**Run 1: sequential cells colored by netlist name**

Other sequential cells in the stronger gray, the rest of the logic in the fainter gray.
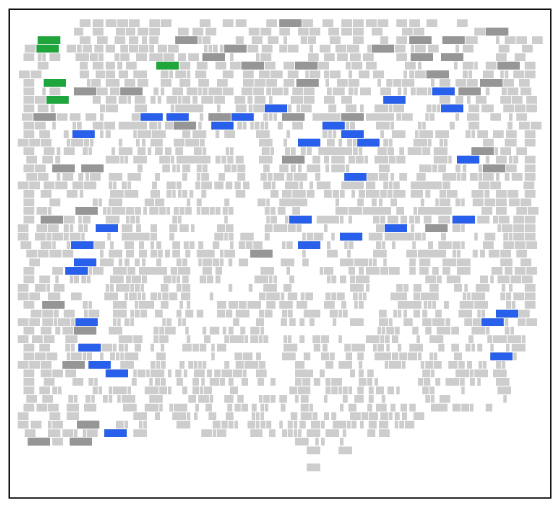
**Run 1: gate families picked out**

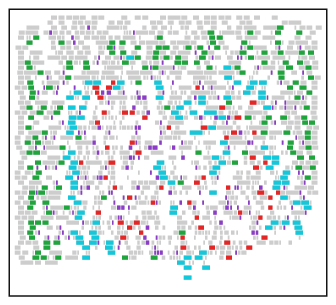
**Run 1: metal 2**

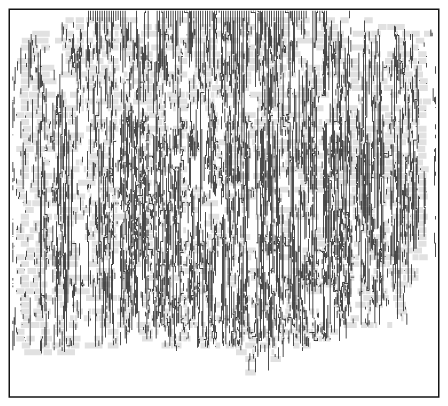
<file path="config.mk">
export PLATFORM = sky130hd
export DESIGN_NAME = ex_stage
export DESIGN_NICKNAME = d
export VERILOG_FILES = /design/src/rtl/ex_stage.sv
export SDC_FILE = /design/constraint.sdc
export NUM_CORES = 1
export LEC_CHECK = 0
export CAP_MARGIN = 10
export CORE_ASPECT_RATIO = 0.9
export CORE_MARGIN = 2
export CORE_UTILIZATION = 40
export CTS_CLUSTER_DIAMETER = 150
export CTS_CLUSTER_SIZE = 20
export DETAILED_ROUTE_END_ITERATION = 16
export PLACE_DENSITY = 0.66
export SLEW_MARGIN = 20
export SYNTH_ARGS = -nofsm -noshare
export SYNTH_HDL_FRONTEND = slang
export SYNTH_SLANG_ARGS = --single-unit
</file>
<file path="constraint.sdc">
create_clock -name Clk -period 8 [get_ports Clk]
set_clock_uncertainty 0.1 [all_clocks]
set_input_delay 0.8 -clock Clk [delete_from_list [all_inputs] [get_ports Clk]]
set_output_delay 0.8 -clock Clk [all_outputs]
set_load 0.005 [all_outputs]
</file>
<file path="src/rtl/ex_stage.sv">
// rtl/ex_stage.sv - execute stage: forwarding, ALU and EX/MEM pipeline register
module ex_stage #(
  parameter int WIDTH = 32,
  parameter int RADDR = 5
) (
  input  logic             Clk,
  input  logic             Rst,
  input  logic             InValid,
  input  logic [3:0]       Alucontrol,
  input  logic [WIDTH-1:0] ReadData1,
  input  logic [WIDTH-1:0] ReadData2,
  input  logic [WIDTH-1:0] Imm,
  input  logic             AluSrc,
  input  logic [RADDR-1:0] RsAddr,
  input  logic [RADDR-1:0] RtAddr,
  input  logic [RADDR-1:0] RdAddr,
  input  logic             RegWriteIn,
  input  logic             MemReadIn,
  input  logic             MemWriteIn,
  input  logic             MemToRegIn,
  input  logic             WbRegWrite,
  input  logic [RADDR-1:0] WbRd,
  input  logic [WIDTH-1:0] WbData,
  input  logic             Stall,
  input  logic             Flush,
  output logic             ExValid,
  output logic [WIDTH-1:0] ExAluResult,
  output logic [WIDTH-1:0] ExWriteData,
  output logic [RADDR-1:0] ExRd,
  output logic             ExRegWrite,
  output logic             ExMemRead,
  output logic             ExMemWrite,
  output logic             ExMemToReg,
  output logic             ExZero,
  output logic             ExOverflow
);

  localparam logic [3:0] OP_AND = 4'b0000;
  localparam logic [3:0] OP_OR  = 4'b0001;
  localparam logic [3:0] OP_ADD = 4'b0010;
  localparam logic [3:0] OP_SUB = 4'b0110;
  localparam logic [3:0] OP_SLT = 4'b0111;

  logic             valid_q, valid_d;
  logic [WIDTH-1:0] alu_q, alu_d;
  logic [WIDTH-1:0] wdata_q, wdata_d;
  logic [RADDR-1:0] rd_q, rd_d;
  logic             regwrite_q, regwrite_d;
  logic             memread_q, memread_d;
  logic             memwrite_q, memwrite_d;
  logic             memtoreg_q, memtoreg_d;
  logic             zero_q, zero_d;
  logic             ovf_q, ovf_d;

  logic             ex_fwd_ok, wb_fwd_ok;
  logic [WIDTH-1:0] op_a, fwd_b, op_b;
  logic [WIDTH-1:0] sum, diff, alu_res;
  logic             alu_ovf;

  // A load's EX/MEM value is an address, not data, so it must never be forwarded.
  assign ex_fwd_ok = valid_q & regwrite_q & ~memread_q & (rd_q != '0);
  assign wb_fwd_ok = WbRegWrite & (WbRd != '0);

  always_comb begin
    op_a = ReadData1;
    if (ex_fwd_ok && (rd_q == RsAddr)) begin
      op_a = alu_q;
    end else if (wb_fwd_ok && (WbRd == RsAddr)) begin
      op_a = WbData;
    end
  end

  always_comb begin
    fwd_b = ReadData2;
    if (ex_fwd_ok && (rd_q == RtAddr)) begin
      fwd_b = alu_q;
    end else if (wb_fwd_ok && (WbRd == RtAddr)) begin
      fwd_b = WbData;
    end
  end

  assign op_b = AluSrc ? Imm : fwd_b;
  assign sum  = op_a + op_b;
  assign diff = op_a - op_b;

  always_comb begin
    alu_res = '0;
    alu_ovf = 1'b0;
    case (Alucontrol)
      OP_ADD: begin
        alu_res = sum;
        alu_ovf = (op_a[WIDTH-1] == op_b[WIDTH-1]) && (sum[WIDTH-1] != op_a[WIDTH-1]);
      end
      OP_SUB: begin
        alu_res = diff;
        alu_ovf = (op_a[WIDTH-1] != op_b[WIDTH-1]) && (diff[WIDTH-1] != op_a[WIDTH-1]);
      end
      OP_AND: alu_res = op_a & op_b;
      OP_OR:  alu_res = op_a | op_b;
      OP_SLT: alu_res = {{(WIDTH-1){1'b0}}, ($signed(op_a) < $signed(op_b))};
      default: begin
        alu_res = '0;
        alu_ovf = 1'b0;
      end
    endcase
  end

  // Flush beats Stall; reset is applied in the register process itself.
  always_comb begin
    valid_d    = valid_q;
    alu_d      = alu_q;
    wdata_d    = wdata_q;
    rd_d       = rd_q;
    regwrite_d = regwrite_q;
    memread_d  = memread_q;
    memwrite_d = memwrite_q;
    memtoreg_d = memtoreg_q;
    zero_d     = zero_q;
    ovf_d      = ovf_q;
    if (Flush) begin
      valid_d    = 1'b0;
      alu_d      = '0;
      wdata_d    = '0;
      rd_d       = '0;
      regwrite_d = 1'b0;
      memread_d  = 1'b0;
      memwrite_d = 1'b0;
      memtoreg_d = 1'b0;
      zero_d     = 1'b0;
      ovf_d      = 1'b0;
    end else if (!Stall) begin
      valid_d    = InValid;
      alu_d      = alu_res;
      wdata_d    = fwd_b;
      rd_d       = RdAddr;
      regwrite_d = RegWriteIn & InValid;
      memread_d  = MemReadIn & InValid;
      memwrite_d = MemWriteIn & InValid;
      memtoreg_d = MemToRegIn & InValid;
      zero_d     = (alu_res == '0);
      ovf_d      = alu_ovf;
    end
  end

  always_ff @(posedge Clk) begin
    if (Rst) begin
      valid_q    <= 1'b0;
      alu_q      <= '0;
      wdata_q    <= '0;
      rd_q       <= '0;
      regwrite_q <= 1'b0;
      memread_q  <= 1'b0;
      memwrite_q <= 1'b0;
      memtoreg_q <= 1'b0;
      zero_q     <= 1'b0;
      ovf_q      <= 1'b0;
    end else begin
      valid_q    <= valid_d;
      alu_q      <= alu_d;
      wdata_q    <= wdata_d;
      rd_q       <= rd_d;
      regwrite_q <= regwrite_d;
      memread_q  <= memread_d;
      memwrite_q <= memwrite_d;
      memtoreg_q <= memtoreg_d;
      zero_q     <= zero_d;
      ovf_q      <= ovf_d;
    end
  end

  assign ExValid     = valid_q;
  assign ExAluResult = alu_q;
  assign ExWriteData = wdata_q;
  assign ExRd        = rd_q;
  assign ExRegWrite  = regwrite_q;
  assign ExMemRead   = memread_q;
  assign ExMemWrite  = memwrite_q;
  assign ExMemToReg  = memtoreg_q;
  assign ExZero      = zero_q;
  assign ExOverflow  = ovf_q;

endmodule

</file>
==> summary.txt, run 1 <==
impl run done, here's what came out: Flop pwr share=24.1%, Seq area share=11.6%, chip area=26700 um^2, Critical R2R Launch=ExRd[1]$_SDFFE_PP0N_, number of tapcells=342, Die Y=155 um, initial antenna violation count=0, yosys cell count=1382, crit path time final=6490 ps, invs w/o clock=96, routability congestion estimate=0.957, R2R Setup Slk=2110 ps, antenna viol nets, final=0, post-CTS sizing=0, Critical Path, Cell by Cell=clkdlybuf4s50_1, or4_1, o21ai_1, nor4_2, buf_4, mux2i_1, o21ai_0, inv_1, fa_1, nand2b_1, a2111oi_4, o31ai_2, o21a_1, a211oi_1, xnor2_1, o22ai_1, or3b_1, nor4_2, nand4b_1, o31ai_2, clk root buf=clkbuf_16, gr usage total=29.5%, Comb pwr share=46.2%, drt pass-1 iters=5, ys flop type=dfxtp_1, tool warnings=97, hold path startpoint=ExWriteData[14]$_SDFFE_PP0N_, Clock transition at path regs=60 ps, Least-Margin Pin Slew=1120 ps, Max Cap Viol=0, CP required=8170 ps, reg2reg path depth=18, clk tree area frac=2.67%, largest class=multi-input combinational cells, # rows=55, Post-synth EDFFs=0, Setup CP Type=in -> reg, yosys warns=0, post-synth area from yosys stat=10100 um^2, PwrDens=128 nW/um^2, RSZ-0062 raised after global routing=no, Cell Area, Synth=10100 um^2, flops & latches, synth=76, I/O Buffers=238, number of global-route vias before repair=10.9k, cts hold-fix bufs=0, leakage=0.00513 uW, Fill cells=2529, Largest stage delay, worst path=590 ps, Routed WL per cell=21.1 um, first-iteration detailed-routing DRC count=944, fraction of area in non-clock buffers=19.2%, grt total ovfl=0, startpoint types=input pin, CLK BUF=11, Hold Crit Class=reg -> reg, io pins=239, #MultiIn Comb=1124, DR DRC count=0, Synth Area per Inst=7.34 um^2, max-slew violations=0, Worst path slowest cell=buf_4, Comb gate area=7950 um^2, Sink Count=76, Unique cell types=93, setup TNS=0 ps, seq_cells=76, nonclk buf count=257, Net Sw Frac=38.7%, WHS Path Cells=2, outcome=completed, clock network fraction of total power=29.8%, Nets=1832, total CTS buffers=9, P_sw=649 uW, post-DR vias/cell=5.82, worst vdd ir=0.0000976 V, Max-slew headroom=25.0%, Post-synth ARST share=0%, Top Layout Cells=238 x clkdlybuf4s50_1, 147 x nor2_1, 136 x nand2_1, post-CTS setup buffers=0, critical path capture point type=flip-flop, total internal power=1030 uW, Hold EP=ExWriteData[14]$_SDFFE_PP0N_, Starting Density=40.5%, period utilization=81.2%, Core Area=25000 um^2
-- 'sequential cells colored by netlist name' (at the start) --
Key: `ExRd` = green [flops 5, where north-west]; `ExAluResult` = blue [flops 32]
Another 39 sequential cells are not colored.
register area: 1520 um^2
Final Core Density: 52.4%

-- 'gate families picked out' (at the start) --
Key: multiplexers = green [cells 149, where all over the die]; AND-OR and OR-AND gates = red [cells 57]; NAND gates = purple [cells 185]; adder and majority cells = cyan [cells 105]
Comb area share: 60.5%
Commonest Layout Cell: clkdlybuf4s50_1
Post-Layout Cell Count: 1912

-- 'metal 2' (at the start) --
The layer carries 18000 um of wire. The layer holds 45% of the routed length. The wires run mostly vertical. The longest straight run is 64.6 um.
final WL: 40400 um
Global Route met2 Usage: 47.6%
total number of vias: 11.1k

-- run 1: per-stage QoR --
step	power [uW]	setup slack (ps)	hold slack, ps	area [um^2]
2_1_floorplan	895	2390	383	10100
3_3_place_gp	1160	1310	374	12800
3_5_place_dp	1170	1260	387	12800
4_1_cts	1670	1600	402	13100
5_1_grt	1760	1210	428	13100
6_report	1680	1510	402	13100
-- run 1: state kept, by name, summed over array words and instances, names as in the netlist --
register,cells
ExAluResult,32
ExWriteData,32
ExRd,5
ExMemRead,1
ExMemToReg,1
ExMemWrite,1
ExOverflow,1
ExRegWrite,1
ExValid,1
ExZero,1
-- run 1: worst max-delay path by stage --
| stage | depth (start not counted) | start | end | slack (ps) |
|---|---|---|---|---|
| after CTS | 20 | WbRd[4] | ExZero$_SDFFE_PP0N_ | 1600 |
| after detailed placement | 20 | WbRd[0] | ExZero$_SDFFE_PP0N_ | 1260 |
| after global routing | 20 | WbRd[0] | ExZero$_SDFFE_PP0N_ | 1210 |
| final | 20 | WbRd[1] | ExZero$_SDFFE_PP0N_ | 1510 |
| after global placement | 20 | RsAddr[3] | ExZero$_SDFFE_PP0N_ | 1310 |
| after floorplan | 21 | WbRd[4] | ExZero$_SDFFE_PP0N_ | 2390 |
-- run 1: cell families after synthesis --
logic type / Yosys count / share of synthesized area (%)
adder cells (fa/ha/maj): 105 / 13.1
AND/OR/NAND/NOR: 437 / 20.0
AND-OR/OR-AND: 400 / 27.0
buffers and inverters: 182 / 6.94
multiplexers: 149 / 15.1
flip-flops: 76 / 15.0
XOR/XNOR: 33 / 2.85
-- run 1: power by group through the flow --
stage / Clock (uW) / Sequential [uW] / Combinational (uW)
6_report: 500 / 404 / 775
5_1_grt: 519 / 405 / 841
4_1_cts: 507 / 404 / 761
3_5_place_dp: 0 / 412 / 755
3_3_place_gp: 0 / 412 / 753
2_1_floorplan: 0 / 410 / 485
-- run 1: Yosys cell counts, types with 7 or more instances --
cell	count	area (um^2)
nor2b_1	19	119
nand3_1	14	70.1
nand2b_1	12	75.1
ha_1	103	1290
a211oi_1	25	188
xnor2_1	23	201
o21ai_1	8	40.0
clkbuf_1	63	236
a21oi_1	84	420
nor4_1	14	87.6
inv_1	94	353
o21ai_0	114	571
xor2_1	10	87.6
dfxtp_1	76	1520
a22oi_1	7	52.6
o21a_1	11	82.6
o211ai_1	19	143
and3_1	9	56.3
mux2i_1	118	1180
o31ai_1	14	105
a21o_1	13	97.6
mux2_2	31	349
nand4_1	19	119
o22ai_1	10	62.6
nor3_1	24	120
or2_2	8	50.1
nor2_1	148	556
nand2_1	136	510
buf_1	8	30.0
o221ai_1	8	70.1
buf_2	14	70.1
-- run 1: layer usage --
layer,vias to the layer above,wire (um),track usage [%]
met5,-,0,0
met2,537,18000,47.6
met3,91,3270,4.53
met4,0,1760,12.6
li1,5332,-,-
met1,5173,17300,39.0
-- run 1: worst max-delay path: cells and delay by family --
family	cells	cell delay [ps]
and+or+nand+nor	6	1610
muxes	1	230
adders and majority gates	1	440
xor gates and xnor gates	1	150
AOI/OAI and AO/OA	8	2110
buffers and inverters	3	1280
==> run 2, diff against run 1 <==
- PLACE_DENSITY: 0.66 -> 0.69
- clock period: 8 -> 5.6 ns (I/O delays scaled with it)
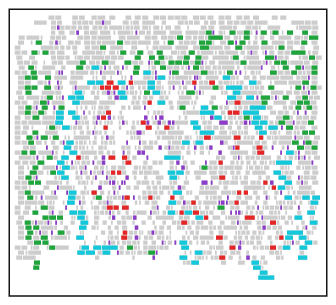
**Above:** run 2 (gate families picked out).
Key: NAND gates = purple [cells 185]; adder and majority cells = cyan [cells 105]; AND-OR and OR-AND gates = red [cells 57]; multiplexers = green [cells 149, where all over the die]
Commonest Layout Cell: buf_4
Post-Layout Cell Count: 2167
Comb area share: 54.0%

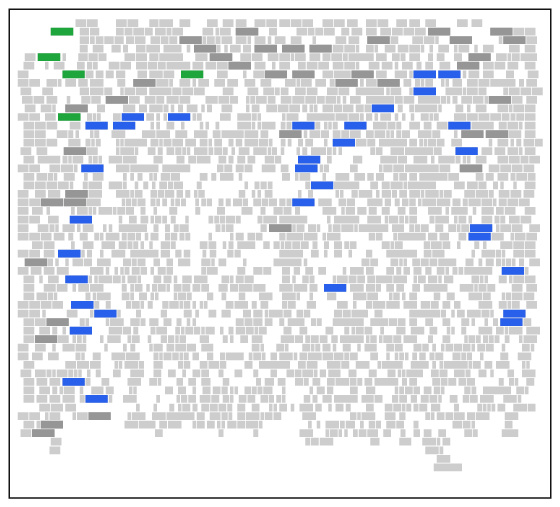
**Above:** run 2 (sequential cells colored by netlist name).
Other sequential cells in the stronger gray, the rest of the logic in the fainter gray.
Key: `ExAluResult` = blue [flops 32]; `ExRd` = green [flops 5, where north-west]
Seq area share: 9.76%
Sequential Power: 576 uW
Final Core Density: 62.2%

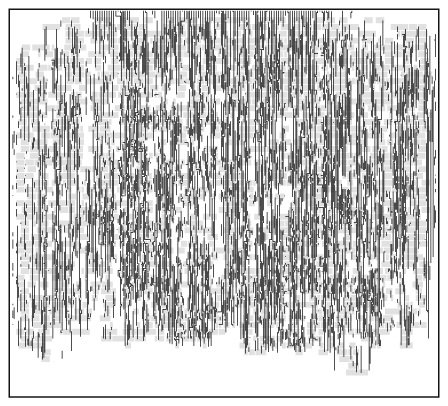
**Above:** run 2 (metal 2).
The wires run mostly vertical. The layer carries 19700 um of wire. 1727 nets have wire on it. The layer holds 46% of the routed length. The longest straight run is 88.7 um.
total number of vias: 12.3k
final WL: 43100 um
Global Route met2 Usage: 50.8%

==> summary.txt, run 2 <==
impl run done, here's what came out: number of global-route vias before repair=11.8k, DR DRC count=0, critical path capture point type=flip-flop, flops & latches, synth=76, post-synth area from yosys stat=10100 um^2, yosys cell count=1382, Post-synth ARST share=0%, gr usage total=30.6%, register area=1520 um^2, Comb gate area=8410 um^2, WHS Path Cells=2, Cell Area, Synth=10100 um^2, Hold Crit Class=reg -> reg, Least-Margin Pin Slew=1120 ps, RSZ-0062 raised after global routing=yes, clk root buf=clkbuf_16, chip area=26700 um^2, worst vdd ir=0.000144 V, max-slew violations=0, post-DR vias/cell=5.65, initial antenna violation count=0, Routed WL per cell=19.9 um, # rows=55, count leader, synth=nor2_1, io pins=239, Core Area=25000 um^2, top cells, area=dfxtp_1 15%, ha_1 13%, mux2i_1 12%, o21ai_0 5.6%, nor2_1 5.5%, Nets=2088, total CTS buffers=9, Unique cell types=93, Setup CP Type=in -> reg, Post-synth EDFFs=0, Die Y=155 um, grt total ovfl=0, cts hold-fix bufs=0, Top Layout Cells=263 x buf_4, 235 x clkdlybuf4s50_1, 146 x nor2_1, first-iteration detailed-routing DRC count=1098, crit path time final=5470 ps, Clock transition at path regs=70 ps, outcome=completed, leakage=0.00646 uW, drt pass-1 iters=5, startpoint types=input pin, top cells by count=148 x nor2_1, 136 x nand2_1, 118 x mux2i_1, yosys warns=0, CP required=5770 ps, antenna viol nets, final=0, setup TNS=0 ps
-- run 2: netlist changes by cell type in the layout (fill, tap and decap cells not counted), moves of 6 or more --
cell,previous run,this run
ha_4,0,8
o21ai_1,8,21
buf_4,19,263
buf_12,0,7
o21ai_0,114,98
a21oi_1,84,76
a21oi_2,1,7
ha_1,103,90
-- run 2: layout make-up --
class	instances	area share, %
multi-input combinational	1124	54.0
timing repair buffer	513	29.3
sequential	76	9.76
tap	342	2.75
inverter	96	2.31
clock buffer	11	1.49
clock inverter	5	0.393
-- run 2: kinds of logic after synthesis --
kind of cell | Yosys count | share of synthesized area, %
compound gates | 400 | 27.0
flops | 76 | 15.0
fa+ha+maj | 105 | 13.1
mux | 149 | 15.1
buf+inv | 182 | 6.94
xor+xnor | 33 | 2.85
simple gates | 437 | 20.0
-- run 2: per-stage QoR --
step | setup slack [ps] | std cells | power, uW
2_1_floorplan | 232 | 1382 | 1280
3_3_place_gp | -898 | 2130 | 1910
3_5_place_dp | -902 | 2130 | 1930
4_1_cts | -17.4 | 2151 | 2570
5_1_grt | -97.0 | 2167 | 2790
6_report | 129 | 2167 | 2660
-- run 2: what timing repair did --
action,4_1_cts,5_1_grt
resized,24,81
pin swaps,12,24
cloned,0,1
buffers inserted,5,16
endpoints found under the setup margin,18,13
-- run 2: critical path, cell delays in order --
cell	delay (ps)
clkdlybuf4s50_1	430
buf_4	160
xnor2_1	150
nand3_1	140
nor4_4	400
buf_12	190
mux2i_4	240
o21ai_1	110
inv_1	110
ha_1	160
inv_1	60
fa_2	390
nor2b_2	190
o311ai_4	360
buf_6	180
nand2_1	60
a21o_1	170
a211oi_2	200
xnor2_1	160
o22ai_2	130
or3b_4	460
nor4_4	280
nand4b_1	160
o31ai_2	180
-- run 2: worst paths after layout --
check,from,endpoint,slack [ps]
setup reg to reg,ExRd[0]$_SDFFE_PP0N_,ExZero$_SDFFE_PP0N_,310
hold / removal,ExWriteData[8]$_SDFFE_PP0N_,ExWriteData[8]$_SDFFE_PP0N_,390
hold reg to reg,ExWriteData[8]$_SDFFE_PP0N_,ExWriteData[8]$_SDFFE_PP0N_,390
setup / recovery,WbRd[3],ExZero$_SDFFE_PP0N_,130
-- run 2: metal layers --
layer	part of all wire [%]	GRT usage, %	vias to the layer above
met5	0	0	-
met4	3.8	11.3	0
met1	42	38.9	5745
met2	46	50.8	572
li1	-	-	5832
met3	8.4	6.72	104
-- run 2: power breakdown --
part	switching [uW]	leakage [uW]	total (uW)	internal [uW]
combinational	754	0.00571	1470	714
clock	268	0.000132	616	348
sequential	17.1	0.000618	576	559
==> run 3, diff against run 2 <==
- CAP_MARGIN: 10 -> 30
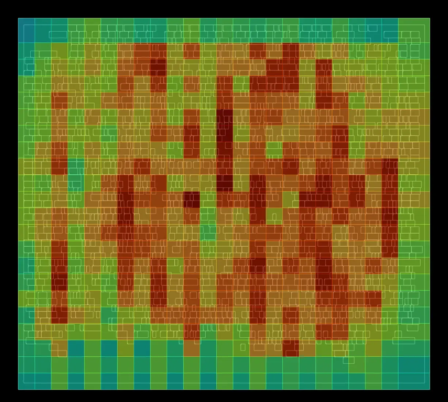
**Above:** run 3 (track usage over the die).
Final Core Density: 61.7%
Global Route met2 Usage: 51.5%
gr usage total: 30.7%

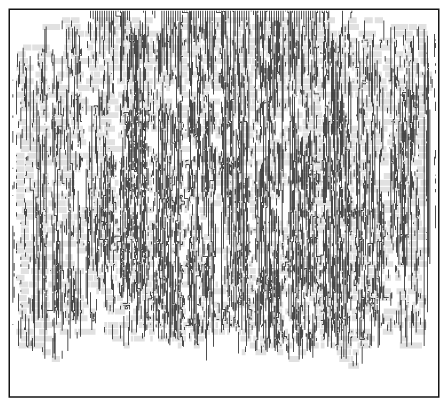
**Above:** run 3 (metal 2).
The wires run mostly vertical. The layer carries 19700 um of wire. The longest straight run is 97.2 um. The layer holds 46% of the routed length. 1724 nets have wire on it.
final WL: 42900 um
total number of vias: 12.3k

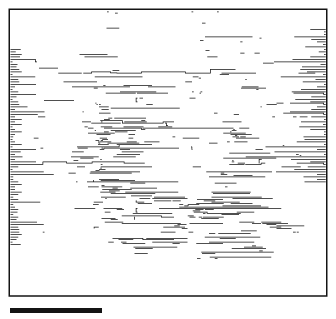
**Above:** run 3 (signal wires on met3).
The bar under the picture is 50 um long.
The longest straight run is 66.2 um. The wires run mostly horizontal. The layer carries 3840 um of wire. 320 nets have wire on it. The layer holds 8.9% of the routed length.
global-route met3 utilization: 5.49%

==> summary.txt, run 3 <==
impl run done, here's what came out: clk root buf=clkbuf_16, cts hold-fix bufs=0, Unique cell types=93, outcome=completed, Routed WL per cell=19.9 um, Worst path slowest cell=or4_4, ys flop type=dfxtp_1, I/O Buffers=238, DR DRC count=0, Synth Area per Inst=7.34 um^2, Fill cells=2314, top cells, area=dfxtp_1 15%, ha_1 13%, mux2i_1 12%, o21ai_0 5.6%, nor2_1 5.5%, Top Layout Cells=255 x buf_4, 235 x clkdlybuf4s50_1, 145 x nor2_1, Max-slew headroom=27.9%, # rows=55, yosys warns=0, Clock transition at path regs=70 ps, area share, top type=15.0%, top cell type by total area after synthesis=dfxtp_1, PwrDens=170 nW/um^2, Cell Area, Synth=10100 um^2, io pins=239, antenna viol nets, final=0, top cells by count=148 x nor2_1, 136 x nand2_1, 118 x mux2i_1, Starting Density=40.5%, tool warnings=98, CP required=5760 ps, Die Y=155 um, period utilization=98.1%, leakage=0.00641 uW, total CTS buffers=9, worst vdd ir=0.000121 V, Net Sw Frac=39.7%, yosys cell count=1382, Post-DP HPWL=33500 um, count leader, synth=nor2_1, Post-synth ARST share=0%, Largest stage delay, worst path=560 ps, post-synth area from yosys stat=10100 um^2, Commonest Layout Cell=buf_4, clock network fraction of total power=22.5%, Critical Path, Cell by Cell=clkdlybuf4s50_1, or4_4, o21ai_4, nor4_4, buf_4, buf_4, buf_12, mux2i_1, o21ai_0, mux2_2, ha_1, nand4_1, a2111oi_2, buf_4, nor4bb_1, a311o_2, a31o_1, or4_1, o21ai_0, a211oi_2, buf_4, a211oi_1, Hold Crit Class=reg -> reg, total internal power=1580 uW, Comb pwr share=55.5%, Nets=2079, RSZ-0062 raised after global routing=yes, Core Area=25000 um^2, post-DR vias/cell=5.70, first-iteration detailed-routing DRC count=1125, drt pass-1 iters=6, Max Cap Viol=0, P_sw=1040 uW, setup TNS=0 ps, critical path capture point type=flip-flop, max-slew violations=0, routability congestion estimate=1.00, chip area=26700 um^2, Least-Margin Pin Slew=1080 ps, grt total ovfl=0, number of global-route vias before repair=11.6k, startpoint types=input pin, flops & latches, synth=76, crit path time final=5490 ps
run 3: cell count changes in the layout (fill, tap and decap cells not counted), sizes merged:
| cell | change |
|---|---|
| buf | -10 |
| clkinv | +4 |
| clkinvlp | -3 |
| bufinv | -1 |
| inv | +1 |
run 3: kinds of logic after synthesis:
| logic type | after synthesis | share of synthesized area [%] |
|---|---|---|
| AOI/OAI and AO/OA | 400 | 27.0 |
| xor gates and xnor gates | 33 | 2.85 |
| adders and majority gates | 105 | 13.1 |
| buffers and inverters | 182 | 6.94 |
| DFF | 76 | 15.0 |
| muxes | 149 | 15.1 |
| and+or+nand+nor | 437 | 20.0 |
run 3: final timing paths:
check | startpoint | endpoint | slack (ps) | cells past startpoint
worst max register to register | ExRd[0]$_SDFFE_PP0N_ | ExZero$_SDFFE_PP0N_ | 200 | 20
worst max-delay path | WbRd[3] | ExAluResult[31]$_SDFFE_PP0N_ | 110 | 22
worst min register to register | ExWriteData[8]$_SDFFE_PP0N_ | ExWriteData[8]$_SDFFE_PP0N_ | 400 | 2
worst min-delay path | ExWriteData[8]$_SDFFE_PP0N_ | ExWriteData[8]$_SDFFE_PP0N_ | 400 | 2
run 3: power groups by stage:
stage,Combinational [uW],Clock (uW),Sequential [uW]
6_report,1460,591,576
4_1_cts,1360,600,575
2_1_floorplan,693,0,585
3_3_place_gp,1330,0,587
3_5_place_dp,1340,0,588
5_1_grt,1550,615,578
run 3: worst max-delay path, delay by kind of cell:
family,cells,cell delay [ps]
compound gates,8,1700
simple gates,5,1290
buf+inv,6,1270
mux,2,470
fa+ha+maj,1,340
run 3: layout make-up:
class	count	area, um^2	area share, %
Multi-Input combinational cell	1124	8370	54.2
Timing Repair Buffer	504	4490	29.0
Sequential cell	76	1520	9.84
Tap cell	342	428	2.77
Inverter	96	360	2.33
Clock buffer	10	239	1.55
Clock inverter	6	45.0	0.291
run 3: metal layers:
layer / up-vias / share of wire [%] / track usage, %
met2: 640 / 46 / 51.5
met4: 0 / 3.3 / 10.4
li1: 5831 / - / -
met5: - / 0 / 0
met1: 5737 / 42 / 39.6
met3: 94 / 8.9 / 5.49
run 3: stage by stage:
stage                     worst slack [ps]  instances  hold slack (ps)  cell area (um^2)  power, uW
after global routing                 -45.6       2158              429             15500       2740
after detailed placement              -703       2131              385             14600       1920
after floorplan                        232       1382              383             10100       1280
after CTS                             13.0       2148              401             15000       2540
final                                  106       2158              399             15500       2620
after global placement                -898       2130              374             14600       1910
run 3: what timing repair did:
| item | in CTS | in global routing |
|---|---|---|
| pin swaps | 8 | 30 |
| gates resized | 23 | 76 |
| endpoints found under the hold margin | 0 | 0 |
| cloned | 0 | 1 |
| setup endpoints to repair | 9 | 15 |
| setup buffers | 1 | 9 |
Power figures rest on the tool's default switching activity, not on a simulated workload.
